Fig. 1: run 1, placed cells, one color a class
The bar under the picture is 20 um long. Fill, decap, tap and diode cells in gray.
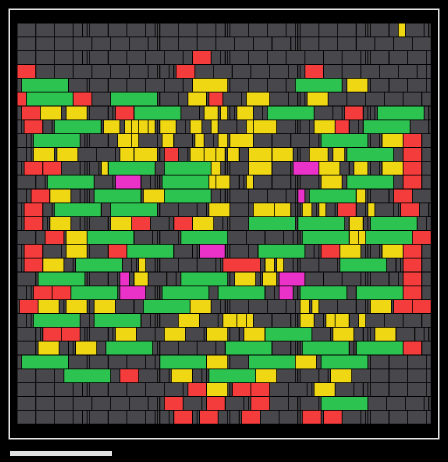
Fig. 2: run 1, placement view
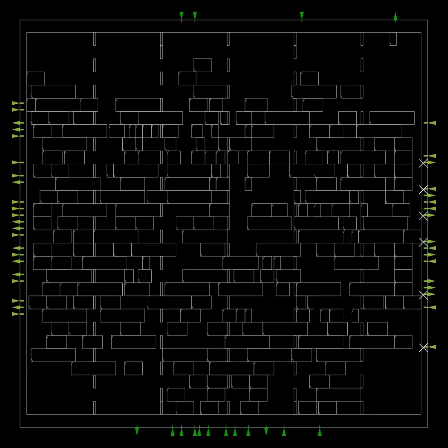
Fig. 3: run 1, signal wires by layer
The bar under the picture is 20 um long.
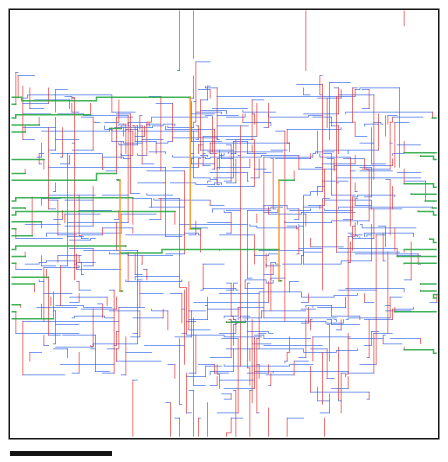
Fig. 4: run 1, register map, names as in the netlist
The bar under the picture is 20 um long. Other sequential cells in the stronger gray, the rest of the logic in the fainter gray.
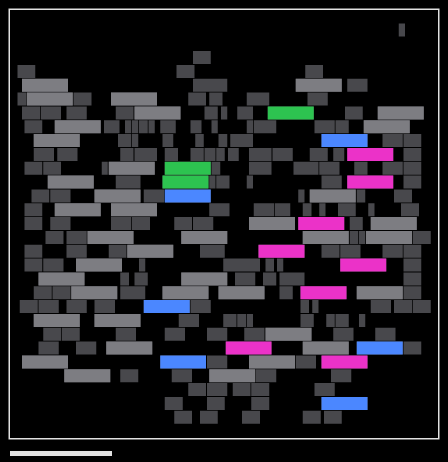
File: config.mk
export PLATFORM = sky130hd
export DESIGN_NAME = alu_cmd_master
export DESIGN_NICKNAME = d
export VERILOG_FILES = /design/src/rtl/alu_intf_pkg.sv /design/src/rtl/alu_cmd_master_rsp_timeout_counter.sv /design/src/rtl/alu_cmd_master.sv
export SDC_FILE = /design/constraint.sdc
export NUM_CORES = 1
export LEC_CHECK = 0
export ABC_CLOCK_PERIOD_IN_PS = 2600
export CORE_UTILIZATION = 35
export CTS_CLUSTER_DIAMETER = 100
export DETAILED_ROUTE_END_ITERATION = 7
export HOLD_SLACK_MARGIN = 0.15
export PLACE_DENSITY = 0.66
export SLEW_MARGIN = 20
export SYNTH_ARGS = -nofsm -noshare
export SYNTH_HDL_FRONTEND = slang
export SYNTH_SLANG_ARGS = --single-unit
File: constraint.sdc
create_clock -name i_clk -period 2.6 [get_ports i_clk]
set_clock_uncertainty 0.2 [all_clocks]
set_input_delay 0.39 -clock i_clk [delete_from_list [all_inputs] [get_ports i_clk]]
set_output_delay 0.39 -clock i_clk [all_outputs]
set_load 0.02 [all_outputs]
File: src/rtl/alu_intf_pkg.sv
// Command bytes shared between the host-side master and the on-board command responder,
// plus the master FSM state encoding.
package alu_intf_pkg;

  localparam int unsigned ALU_CMD_W = 8;

  localparam logic [ALU_CMD_W-1:0] ALU_OP_GET_RES = 8'h00;
  localparam logic [ALU_CMD_W-1:0] ALU_OP_SET_A   = 8'h01;
  localparam logic [ALU_CMD_W-1:0] ALU_OP_SET_B   = 8'h02;
  localparam logic [ALU_CMD_W-1:0] ALU_OP_SET_OP  = 8'h03;

  // A full transaction is seven bytes: three (command, value) pairs then GET_RES.
  localparam logic [2:0] LAST_BYTE_IDX = 3'd6;

  typedef enum logic [2:0] {
    ST_IDLE,
    ST_SEND,
    ST_WAIT_TX,
    ST_WAIT_RSP,
    ST_DONE
  } master_state_e;

endpackage

File: src/rtl/alu_cmd_master_rsp_timeout_counter.sv
// Response watchdog: cycle counter with synchronous clear and count enable.
// o_tc is high on the enabled cycle in which the count sits at LIMIT-1.
module rsp_timeout_counter #(
  parameter int LIMIT = 1_000_000
) (
  input  logic i_clk,
  input  logic i_reset,
  input  logic i_clr,
  input  logic i_en,
  output logic o_tc
);

  localparam int NB_CNT = (LIMIT > 1) ? $clog2(LIMIT) : 1;
  localparam logic [NB_CNT-1:0] TERM = NB_CNT'(LIMIT - 1);

  logic [NB_CNT-1:0] cnt_q;

  always_ff @(posedge i_clk or negedge i_reset) begin
    if (!i_reset) begin
      cnt_q <= '0;
    end else if (i_clr) begin
      cnt_q <= '0;
    end else if (i_en) begin
      cnt_q <= cnt_q + 1'b1;
    end
  end

  assign o_tc = i_en && (cnt_q == TERM);

endmodule

File: src/rtl/alu_cmd_master.sv
// Host-side UART-to-ALU initiator: one start sends SET_A/A, SET_B/B, SET_OP/op, GET_RES, then waits for the result byte.
// Optional response watchdog compiled in with ALU_CMD_TIMEOUT_EN; all outputs are registered.
module alu_cmd_master #(
  parameter int NB_DATA     = 8,
  parameter int NB_ALU_OP   = 6,
  parameter int RSP_TIMEOUT = 1_000_000
) (
  input  logic                 i_clk,
  input  logic                 i_reset,
  input  logic                 i_start,
  input  logic [NB_DATA-1:0]   i_A,
  input  logic [NB_DATA-1:0]   i_B,
  input  logic [NB_ALU_OP-1:0] i_op,
  output logic                 o_busy,
  output logic                 o_done,
  output logic [NB_DATA-1:0]   o_result,
  output logic                 o_timeout,
  output logic                 o_tx_start,
  output logic [NB_DATA-1:0]   o_tx_data,
  input  logic                 i_tx_done,
  input  logic [NB_DATA-1:0]   i_rx_data,
  input  logic                 i_rx_done
);

  import alu_intf_pkg::*;

  if (NB_ALU_OP > NB_DATA || RSP_TIMEOUT < 2) begin : g_param_chk
    $error("alu_cmd_master: NB_ALU_OP must fit in NB_DATA and RSP_TIMEOUT must be >= 2");
  end

  master_state_e state_q, state_d;

  logic [2:0]           idx_q, idx_d;
  logic [NB_DATA-1:0]   a_q, b_q, rx_q, byte_sel;
  logic [NB_ALU_OP-1:0] op_q;

  logic latch_ops, tx_start_d, busy_d, done_d, timeout_d, cap_rx, load_result;
  logic rsp_tc;

`ifdef ALU_CMD_TIMEOUT_EN
  logic cnt_clr, cnt_en;

  // Held clear outside WAIT_RSP so the count starts at zero on entry.
  assign cnt_en  = (state_q == ST_WAIT_RSP);
  assign cnt_clr = !cnt_en;

  rsp_timeout_counter #(
    .LIMIT (RSP_TIMEOUT)
  ) u_rsp_timeout (
    .i_clk   (i_clk),
    .i_reset (i_reset),
    .i_clr   (cnt_clr),
    .i_en    (cnt_en),
    .o_tc    (rsp_tc)
  );
`else
  assign rsp_tc = 1'b0;
`endif

  always_comb begin
    byte_sel = '0;
    case (idx_q)
      3'd0:    byte_sel = NB_DATA'(ALU_OP_SET_A);
      3'd1:    byte_sel = a_q;
      3'd2:    byte_sel = NB_DATA'(ALU_OP_SET_B);
      3'd3:    byte_sel = b_q;
      3'd4:    byte_sel = NB_DATA'(ALU_OP_SET_OP);
      3'd5:    byte_sel = NB_DATA'(op_q);
      default: byte_sel = NB_DATA'(ALU_OP_GET_RES);
    endcase
  end

  always_comb begin
    state_d     = state_q;
    idx_d       = idx_q;
    latch_ops   = 1'b0;
    tx_start_d  = 1'b0;
    busy_d      = o_busy;
    done_d      = 1'b0;
    timeout_d   = 1'b0;
    cap_rx      = 1'b0;
    load_result = 1'b0;
    case (state_q)
      ST_IDLE: begin
        if (i_start) begin
          latch_ops = 1'b1;
          idx_d     = 3'd0;
          busy_d    = 1'b1;
          state_d   = ST_SEND;
        end
      end
      ST_SEND: begin
        tx_start_d = 1'b1;
        state_d    = ST_WAIT_TX;
      end
      ST_WAIT_TX: begin
        if (i_tx_done) begin
          if (idx_q == LAST_BYTE_IDX) begin
            state_d = ST_WAIT_RSP;
          end else begin
            idx_d   = idx_q + 3'd1;
            state_d = ST_SEND;
          end
        end
      end
      ST_WAIT_RSP: begin
        // A response arriving on the terminal cycle beats the watchdog.
        if (i_rx_done) begin
          cap_rx  = 1'b1;
          state_d = ST_DONE;
        end else if (rsp_tc) begin
          timeout_d = 1'b1;
          busy_d    = 1'b0;
          state_d   = ST_IDLE;
        end
      end
      ST_DONE: begin
        done_d      = 1'b1;
        load_result = 1'b1;
        busy_d      = 1'b0;
        state_d     = ST_IDLE;
      end
      default: state_d = ST_IDLE;
    endcase
  end

  always_ff @(posedge i_clk or negedge i_reset) begin
    if (!i_reset) begin
      state_q    <= ST_IDLE;
      idx_q      <= 3'd0;
      a_q        <= '0;
      b_q        <= '0;
      op_q       <= '0;
      rx_q       <= '0;
      o_busy     <= 1'b0;
      o_done     <= 1'b0;
      o_timeout  <= 1'b0;
      o_tx_start <= 1'b0;
      o_tx_data  <= '0;
      o_result   <= '0;
    end else begin
      state_q    <= state_d;
      idx_q      <= idx_d;
      o_busy     <= busy_d;
      o_done     <= done_d;
      o_timeout  <= timeout_d;
      o_tx_start <= tx_start_d;
      if (latch_ops) begin
        a_q  <= i_A;
        b_q  <= i_B;
        op_q <= i_op;
      end
      if (tx_start_d) begin
        o_tx_data <= byte_sel;
      end
      if (cap_rx) begin
        rx_q <= i_rx_data;
      end
      if (load_result) begin
        o_result <= rx_q;
      end
    end
  end

endmodule

==> impl_metrics.ini, run 1 <==
; flow metrics
[outcome]
run_status = finished, violations left
failed_checks = DRC

[route]
initialDrtViolationCount = 76
detail_route.wirelength.met1_mm = 2.14
route.top_layer_used = met4
met3RoutedLength_um = 327
dr.pass1.iters = 8
per_cell_via_count_in_the_routed_design = 4.92
ant_nets = 0
wirelength_mm = 4.39
dr_total_vias = 1501
met2_length_mm = 1.85
route.detailed.wl_per_inst_um = 14.4
drcViolationCount = 12

[place]
buffer_ports.inserted = 53
dpl-instance-area_um2 = 2960
placed_cells_incl_taps = 296
hpwl_mm = 3.08
gpl.final_weighted_congestion = 0.690

[grt]
via_count_of_the_first_global_routing_pass = 1540
grt_pass1_wl_mm = 7.56
grt_antenna_before_repair = 0
grt_overflow = 0
groute.layer.met2.usage_pct = 20.0
grt_start_max_net_pins = 31
use_met1_pct = 18.3
globalRoute.busiestLayer = met2
groute.layer.met3.usage_pct = 4.72

[clock_tree]
clk-insertion-delay-late_ns = 0.30
cts.sinks = 55
cts_max_path_buffers = 2
cts.htree.levels = 2
clockRootBuffer = clkbuf_8
cts_repair_resize_count = 0
tritoncts_clock_tree = done
cts_hold_buf = 1
path_clk_slew_ns = 0.09
cts-buffers-inserted = 5
cts_post_setup_buffers_inserted = 0

[power]
power.static_leakage_nw = 1.29
comb_power_share_pct = 42.0
seqPwrFrac_pct = 44.7
power.net_switching_w = 0.00114
clock_power_share_pct = 13.3
p_int_w = 0.00225
irDropWorstVdd_mv = 0.586
power.share.switching_pct = 33.6
pwr_density_cell_nw_per_um2 = 1110

[final_timing]
rsz0062_at_grt = no
setup-violations-final = 0
post-route-period-util_pct = 78.6
fin_crit_ns = 2.04
worst_slew_margin_rel_pct = 60.1
finalSetupTns_ns = 0
max_clock_freq_ghz = 0.489
hold_slack_ns = 0.311
finalHoldViolCount = 0
worstMarginPinSlew_ns = 0.599

[floorplanning]
area_of_the_die_um2 = 7080
die_w_um = 84.2
ioPinCount = 55
core_util_floorplan_pct = 36.8

[setup_path]
critPathMaxFanout = 23
arrival_ns = 2.03
timing.critical_path.required_ns = 2.59
critical-path-max-stage-delay_ns = 0.44
crit_slowest_cell = dfrtp_1
path_cells = or2_0, nor3b_4, buf_4, mux2_2
cp-startpoint = state_q[2]
worst_path_dominant_cell_family = simple AND/OR/NAND/NOR gates
worst_r2r_startpoint = state_q[2]
critical_path_class = flop to flop
critical_path_buf_inv_count = 1
timing.critical_path.to_type = flop

[min_path]
hold_path.class = flop to flop
hold_path_startpoint = op_q[3]

[synth]
ys_seq_share_pct = 58.3
chip_area_from_the_yosys_synthesis_statistics_um2 = 2360
synthesis.area_per_instance_um2 = 13.7
yosys-stat-cells = 172
yosys_warnings = 0
top_cell_area_share_pct = 58.3
synth.top_cells.by_area = dfrtp_1 58%, mux2_2 22%, ha_1 2.6%
netlist_logic_family_top = multiplexers
synth.cellmix.simpleShare_pct = 5.46
yosys.area_share.aoi_pct = 7.20
synth_mux_share_pct = 22.4
synth.top_cells.by_count = 55 x dfrtp_1, 46 x mux2_2, 8 x a21oi_1
synthesis.area_um2 = 2360
most_instantiated_flip_flop_cell_in_the_synthesis_netlist = dfrtp_1
synth-seq-cells = 55
netlist.top_cell.by_instances = dfrtp_1
syn_inst = 172
synth-edff-count = 0
synth.largest_area_cell = dfrtp_1
number_of_distinct_library_cells_after_synthesis = 32
async_reset_ff_share_pct = 100
synth_nets = 212

[layout]
post_route_cells_drive_above_1_share_pct = 27.6
mostFrequentLayoutCells = 55 x dfrtp_1, 52 x clkdlybuf4s50_1, 46 x mux2_2
num_antenna_cells = 0
multiInputGateArea_um2 = 893
final_net_count = 267
layout_top_cell_excl_fill_tap = dfrtp_1
flow.area_growth_from_synthesis_pct = 29.3

[job]
stage_log_warning_count = 29
maxCapViolCount = 0
## Picture notes: Fig. 1
| color | class | cells |
|---|---|---|
| red | other buffers and delay cells | 58 |
| green | flops | 55 |
| magenta | clock drivers and dummy loads | 8 |
| yellow | combinational and other logic | 107 |
post-layout util: 47.6%
design area: 3060 um^2
area inside the core boundary: 6420 um^2
share of cell area taken by flip-flops and latches: 45.0%

## Picture notes: Fig. 2
num rows: 29
fillers: 603
number of cells in the finished layout apart from fillers: 305

## Picture notes: Fig. 3
| color | layer | wire length |
|---|---|---|
| green | metal 3 | 328 um |
| orange | metal 4 | 67.3 um |
| blue | metal 1 | 2140 um |
| red | metal 2 | 1850 um |

## Picture notes: Fig. 4
| color | name in the netlist | sequential cells |
|---|---|---|
| blue | op_q | 6 |
| magenta | o_tx_data | 8 |
| green | idx_q | 3 |
total sequential power: 0.00151 W
total area of sequential cells: 1380 um^2

run 1: state kept, by name, summed over array words and instances (netlist names), 3 cells and up:
| signal | count |
|---|---|
| a_q | 8 |
| b_q | 8 |
| o_result | 8 |
| state_q | 3 |
| op_q | 6 |
| o_tx_data | 8 |
| idx_q | 3 |
| rx_q | 8 |
run 1: power groups by stage:
stage | combinational, W | sequential, W | clock, W
final | 0.00142 | 0.00151 | 0.000452
after floorplan | 0.000821 | 0.00162 | 0
after global routing | 0.00155 | 0.00158 | 0.000510
after global placement | 0.00141 | 0.00152 | 0
after CTS | 0.00144 | 0.00152 | 0.000469
after detailed placement | 0.00144 | 0.00153 | 0
run 1: cell families after synthesis:
kind of cell               count (synthesis)
other                                      1
AOI/OAI and AO/OA                         25
and+or+nand+nor                           22
DFF                                       55
adders and majority gates                  5
muxes                                     47
buffers and inverters                     17
run 1: per-stage QoR:
stage | setup WS, ns | power [W]
floorplan | 0.739 | 0.00245
global placement | 0.457 | 0.00293
detailed placement | 0.447 | 0.00297
CTS | 0.548 | 0.00343
global route | 0.454 | 0.00364
finish | 0.556 | 0.00339
run 1: layout make-up:
type / count / area share (%)
Timing Repair Buffer: 58 / 18.9
Clock inverter: 2 / 0.410
Tap cell: 77 / 3.15
Inverter: 7 / 0.860
Clock buffer: 6 / 2.38
Sequential cell: 55 / 45.0
Multi-Input combinational cell: 100 / 29.2
run 1: worst paths after layout:
path                               end  slack (ns)  cells past startpoint
max                             b_q[3]        0.56                      4
min                            op_q[3]        0.31                      1
max reg2reg                     b_q[3]        0.56                      4
min reg2reg                    op_q[3]        0.31                      1
max in group asynchronous       b_q[2]        1.20                      3
min in group asynchronous  o_result[6]        0.42                      2
==> run 2, diff against run 1 <==
ABC_CLOCK_PERIOD_IN_PS = 1810   (was 2600)
PLACE_DENSITY = 0.69   (was 0.66)
clock period = 1.81 ns   (was 2.6 ns; I/O delays follow)
Fig. 5: run 2, register map, names as in the netlist
The bar under the picture is 20 um long. Other sequential cells in the stronger gray, the rest of the logic in the fainter gray.
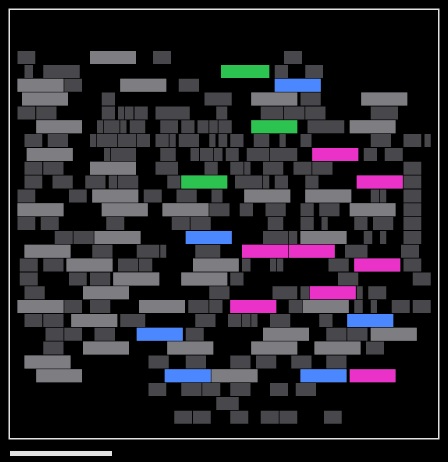
| color | name in the netlist | sequential cells |
|---|---|---|
| green | idx_q | 3 |
| magenta | o_tx_data | 8 |
| blue | op_q | 6 |
not colored: 38

==> run 2 against run 1 <==
  * The flow still finishes with violations (DRC)
  * Flip-flop count is the same
  * Count of clock-buffer cells in the layout is the same
  * Die area is the same
  * Highest routed layer unchanged
  * Clock power grew 46%
  * Fmax grew 14%
  * Largest power group is now combinational logic
  * Synthesized cell count is the same
  * First-iteration DRC count grew 7.9%
  * Setup slack lost 0.53 ns
  * Sequential power grew 42%
  * Sequential share of layout area shrank 2.2 points
==> impl_metrics.ini, run 2 <==
; flow metrics
[synth]
synthesis.area_per_instance_um2 = 13.7
synth-edff-count = 0
number_of_distinct_library_cells_after_synthesis = 32
top_cell_area_share_pct = 58.3
syn_inst = 172
chip_area_from_the_yosys_synthesis_statistics_um2 = 2360
synth_nets = 212
synthesis.area_um2 = 2360
most_instantiated_flip_flop_cell_in_the_synthesis_netlist = dfrtp_1
yosys-stat-cells = 172
synth-seq-cells = 55

[route]
wirelength_mm = 4.73
met3RoutedLength_um = 384
dr_total_vias = 1574
initialDrtViolationCount = 82
route.top_layer_used = met4
detail_route.wirelength.met1_mm = 2.13
drcViolationCount = 10
met2_length_mm = 2.16

[setup_path]
timing.critical_path.required_ns = 1.80
worst_path_dominant_cell_family = simple AND/OR/NAND/NOR gates
critical_path_buf_inv_count = 1
critical_path_class = flop to flop
critical-path-max-stage-delay_ns = 0.41
worst_r2r_startpoint = state_q[2]
r2r-end = a_q[1]

[clock_tree]
clk-insertion-delay-late_ns = 0.30
cts.sinks = 55
cts.htree.levels = 2
tritoncts_clock_tree = done
cts-buffers-inserted = 5

[outcome]
failed_checks = DRC
run_status = finished, violations left

[floorplanning]
placement_rows = 29
ioPinCount = 55
die_w_um = 84.2
area_of_the_die_um2 = 7080
core_util_floorplan_pct = 36.8

[power]
irDropWorstVdd_mv = 0.772
design_power_total_w = 0.00512
pwr_density_cell_nw_per_um2 = 1590
power.static_leakage_nw = 1.39

[grt]
grt_pass1_wl_mm = 7.77
use_met1_pct = 18.1
grt_overflow = 0
groute.layer.met3.usage_pct = 5.60
globalRoute.busiestLayer = met2

[place]
gpl.final_weighted_congestion = 0.777
hpwl_mm = 3.15
place_worst_setup_slack_ns = -0.234

[final_timing]
setup-violations-final = 0
finalSetupTns_ns = 0
post-route-period-util_pct = 98.8
max_clock_freq_ghz = 0.559
fin_crit_ns = 1.79

[min_path]
hold_path.class = primary input to async pin

[layout]
final_net_count = 282
postLayoutCellArea_um2 = 3210
layout_top_cell_excl_fill_tap = dfrtp_1

[job]
stage_log_warning_count = 32
Fig. 6: run 2, placed cells, one color a class
The bar under the picture is 20 um long. Fill, decap, tap and diode cells in gray.
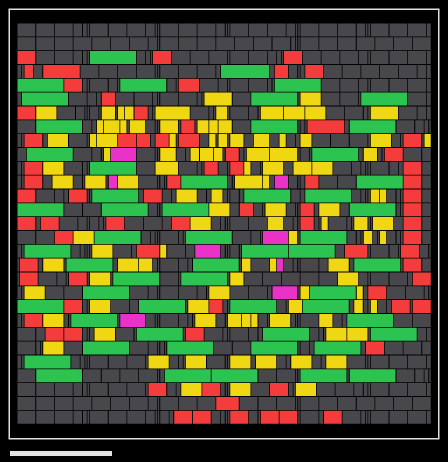
| color | class | cells |
|---|---|---|
| green | flops | 55 |
| magenta | clock drivers and dummy loads | 8 |
| red | other buffers and delay cells | 73 |
| yellow | combinational and other logic | 107 |

run 2: logic make-up (layout without fill, tap and decap cells):
family / Yosys count / in the layout
AND-OR/OR-AND: 25 / 25
adder cells (fa/ha/maj): 5 / 5
buffers and inverters: 17 / 88
flip-flops: 55 / 55
multiplexers: 47 / 47
other: 1 / 1
AND/OR/NAND/NOR: 22 / 22
run 2: what timing repair did:
item,in CTS,in global routing
endpoints found under the setup margin,21,33
hold endpoints to repair,55,0
resized,4,12
hold buffers,1,0
pin swaps,0,2
buffers inserted,2,5
gates cloned,1,0
run 2: power breakdown:
part / internal, W / switching [W] / total [W]
registers: 0.00182 / 0.000322 / 0.00215
clock network: 0.000271 / 0.000386 / 0.000658
logic: 0.00132 / 0.00100 / 0.00232
run 2: through the flow:
step / util, % / std cells
2_1_floorplan: - / 172
3_3_place_gp: 47.5 / 305
3_5_place_dp: 47.5 / 305
4_1_cts: 49.7 / 317
5_1_grt: 50.0 / 320
6_report: 50.0 / 320
run 2: worst max-delay path by stage:
stage / startpoint / endpoint / slack [ns] / depth (start not counted)
final: state_q[2] / a_q[1] / 0.02 / 4
after global routing: state_q[2] / b_q[0] / -0.04 / 4
after CTS: state_q[0] / a_q[3] / -0.005 / 5
after detailed placement: i_rx_done / rx_q[0] / -0.23 / 4
after global placement: i_rx_done / rx_q[2] / -0.20 / 4
after floorplan: state_q[2] / a_q[0] / -0.03 / 5
run 2: area by class of cell:
class / instances / area [um^2]
Timing Repair Buffer: 73 / 718
Sequential cell: 55 / 1380
Fill cell: 572 / 3210
Inverter: 7 / 26.3
Clock buffer: 6 / 72.6
Multi-Input combinational cell: 100 / 911
Clock inverter: 2 / 12.5
Tap cell: 77 / 96.3
==> run 3, diff against run 2 <==
SETUP_SLACK_MARGIN = 0.05   (was not set)
Fig. 7: run 3, placed cells, one color a class
The bar under the picture is 20 um long. Fill, decap, tap and diode cells in gray.
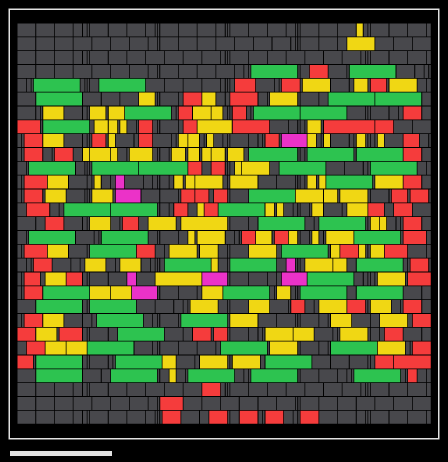
| color | class | cells |
|---|---|---|
| yellow | combinational and other logic | 107 |
| green | flops | 55 |
| red | other buffers and delay cells | 77 |
| magenta | clock drivers and dummy loads | 8 |
design area: 3380 um^2
post-layout util: 52.7%
share of cell area taken by flip-flops and latches: 40.7%

==> run 3 against run 2 <==
  * Synthesized cell count did not move
  * The run still ends with DRC left
  * First-iteration DRC count fell by 18%
  * Setup slack improved by 0.018 ns
  * Sequential power barely moved
  * Critical endpoint is now o_tx_data[1]
  * Non-clock buffer count rose by 4
  * Sequential share of layout area fell by 2.1 points
==> impl_metrics.ini, run 3 <==
; flow metrics
[outcome]
run_status = finished, violations left
failed_checks = DRC

[floorplanning]
core_util_floorplan_pct = 36.8
core-area_um2 = 6420
floorplan_die_height_um = 84.2
die_w_um = 84.2
area_of_the_die_um2 = 7080
placement_rows = 29
ioPinCount = 55

[layout]
mostFrequentLayoutCells = 53 x dfrtp_1, 35 x clkdlybuf4s50_1, 24 x mux2_4
layout_top_cell_excl_fill_tap = dfrtp_1
flow.area_growth_from_synthesis_pct = 43.3
multiInputGateArea_um2 = 1020
final_net_count = 286
ff_latch_area_um2 = 1380
num_antenna_cells = 0
post_route_cells_drive_above_1_share_pct = 37.7

[setup_path]
path_cells = inv_2, ha_4, mux2_4, a221o_1, mux2_4
critical_path_class = flop to flop
crit_slowest_cell = dfrtp_1
critPathMaxFanout = 3
critical_path_buf_inv_count = 1
timing.critical_path.required_ns = 1.80
crit_path_start_kind = flop
critical-path-max-stage-delay_ns = 0.41
crit_top_cell = mux2_4
timing.critical_path.to_type = flop
worst_path_dominant_cell_family = multiplexers
arrival_ns = 1.76

[power]
irDropWorstVdd_mv = 0.628
p_int_w = 0.00362
power.share.switching_pct = 33.1
comb_power_share_pct = 48.3
design_power_total_w = 0.00542
pwr_density_cell_nw_per_um2 = 1600
power.net_switching_w = 0.00179
seqPwrFrac_pct = 40.0
clock_power_share_pct = 11.7
power.static_leakage_nw = 1.60

[final_timing]
drv_slew = 0
final_critical_path_setup_slack_ns = 0.0403
finalHoldViolCount = 0
rsz0062_at_grt = yes
fin_crit_ns = 1.77
max_clock_freq_ghz = 0.565
setup-violations-final = 0
hold_slack_ns = 0.295
finalSetupTns_ns = 0
post-route-period-util_pct = 97.8

[clock_tree]
path_clk_slew_ns = 0.09
cts.sinks = 55
cts-buffers-inserted = 5
cts.htree.levels = 2
cts_max_path_buffers = 2
cts_post_setup_buffers_inserted = 4
cts_repair_resize_count = 27
clockRootBuffer = clkbuf_8
cts_hold_buf = 1
clk-insertion-delay-late_ns = 0.30
tritoncts_clock_tree = done

[synth]
chip_area_from_the_yosys_synthesis_statistics_um2 = 2360
yosys.area_share.aoi_pct = 7.20
netlist_logic_family_top = multiplexers
top_cell_area_share_pct = 58.3
synth.cellmix.simpleShare_pct = 5.46
yosys.area_share.adder_pct = 2.65
number_of_distinct_library_cells_after_synthesis = 32
synth-edff-count = 0
syn_inst = 172
synthXorXnorAreaFrac_pct = 0
most_instantiated_flip_flop_cell_in_the_synthesis_netlist = dfrtp_1
synth_nets = 212
async_reset_ff_share_pct = 100
yosys-stat-cells = 172
ys_seq_share_pct = 58.3
synth-seq-cells = 55
synth.largest_area_cell = dfrtp_1
synth.top_cells.by_area = dfrtp_1 58%, mux2_2 22%, ha_1 2.6%
synthesis.area_per_instance_um2 = 13.7
netlist.top_cell.by_instances = dfrtp_1
synthesis.area_um2 = 2360
yosys_warnings = 0
synth.top_cells.by_count = 55 x dfrtp_1, 46 x mux2_2, 8 x a21oi_1
synth_mux_share_pct = 22.4

[route]
dr_total_vias = 1590
route.detailed.wl_per_inst_um = 15.5
per_cell_via_count_in_the_routed_design = 4.91
drcViolationCount = 14
dr.pass1.iters = 6
initialDrtViolationCount = 67
ant_nets = 0
wirelength_mm = 5.01

[min_path]
hold_path.class = primary input to async pin

[grt]
groute.layer.met3.usage_pct = 3.93
grt_antenna_before_repair = 0
via_count_of_the_first_global_routing_pass = 1714
use_met1_pct = 19.7
grt_start_max_net_pins = 56
grt_overflow = 0
groute.layer.met2.usage_pct = 23.9
grt_pass1_wl_mm = 8.27
globalRoute.busiestLayer = met2
groute.usage.overall_pct = 14.9

[place]
buffer_ports.inserted = 53
hpwl_mm = 3.30
dpl-instance-area_um2 = 3080
place_worst_setup_slack_ns = -0.230
placed_cells_incl_taps = 309
gpl.final_weighted_congestion = 0.776

[job]
stage_log_warning_count = 32
maxCapViolCount = 0
Fig. 8: run 3, placement view
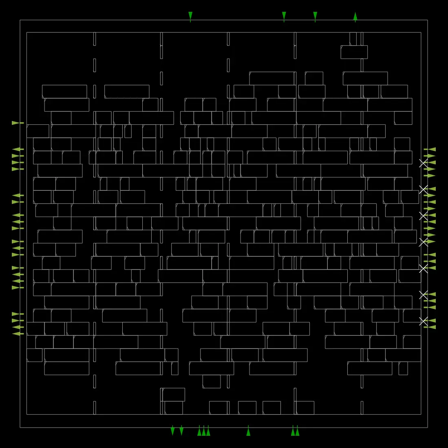
inserted tap cell count: 77
number of cells in the finished layout apart from fillers: 324
fillers: 557
Flops: 55

## run 3: netlist changes by cell type in the layout (fill, tap and decap cells not counted), moves of 3 or more
cell | previous run | this run
mux2_4 | 1 | 24
buf_4 | 15 | 18
dlymetal6s2s_1 | 3 | 9
mux2_2 | 45 | 22
clkdlybuf4s50_1 | 49 | 35
dlygate4sd2_1 | 0 | 8
## run 3: power groups by stage
stage	registers [W]	clock network [W]	logic (W)
2_1_floorplan	0.00233	0	0.00119
3_3_place_gp	0.00216	0	0.00223
3_5_place_dp	0.00218	0	0.00228
4_1_cts	0.00216	0.000670	0.00247
5_1_grt	0.00224	0.000723	0.00284
6_report	0.00216	0.000635	0.00262
## run 3: routing by layer
| layer | wire length [um] | part of all wire [%] | vias to the layer above |
|---|---|---|---|
| met2 | 2310 | 46 | 47 |
| met5 | 0 | 0 | - |
| met4 | 53 | 1.1 | 0 |
| met3 | 322 | 6.4 | 4 |
| met1 | 2320 | 46 | 787 |
| li1 | - | - | 752 |
## run 3: path summary, 6_finish.rpt
path,startpoint,to,slack [ns],depth (start not counted)
setup / recovery,idx_q[0],o_tx_data[1],0.04,5
hold / removal,i_reset,op_q[3],0.29,3
setup reg to reg,idx_q[0],o_tx_data[1],0.04,5
hold reg to reg,rx_q[5],rx_q[5],0.31,1
max in group asynchronous,i_reset,idx_q[1],0.85,3
min in group i_clk,rx_q[5],rx_q[5],0.31,1
## run 3: area by class of cell
type	instances	area share (%)
Tap cell	77	2.85
Clock buffer	5	2.03
Sequential cell	55	40.7
Multi-Input combinational cell	100	30.2
Timing Repair Buffer	77	23.0
Clock inverter	3	0.444
Inverter	7	0.776
## run 3: tightest hold or removal path, cell delays in order
cell	delay, ns
dlygate4sd3_1	0.52
buf_2	0.12
buf_12	0.27
No activity file was given, so power comes from the tool's default toggle rates.
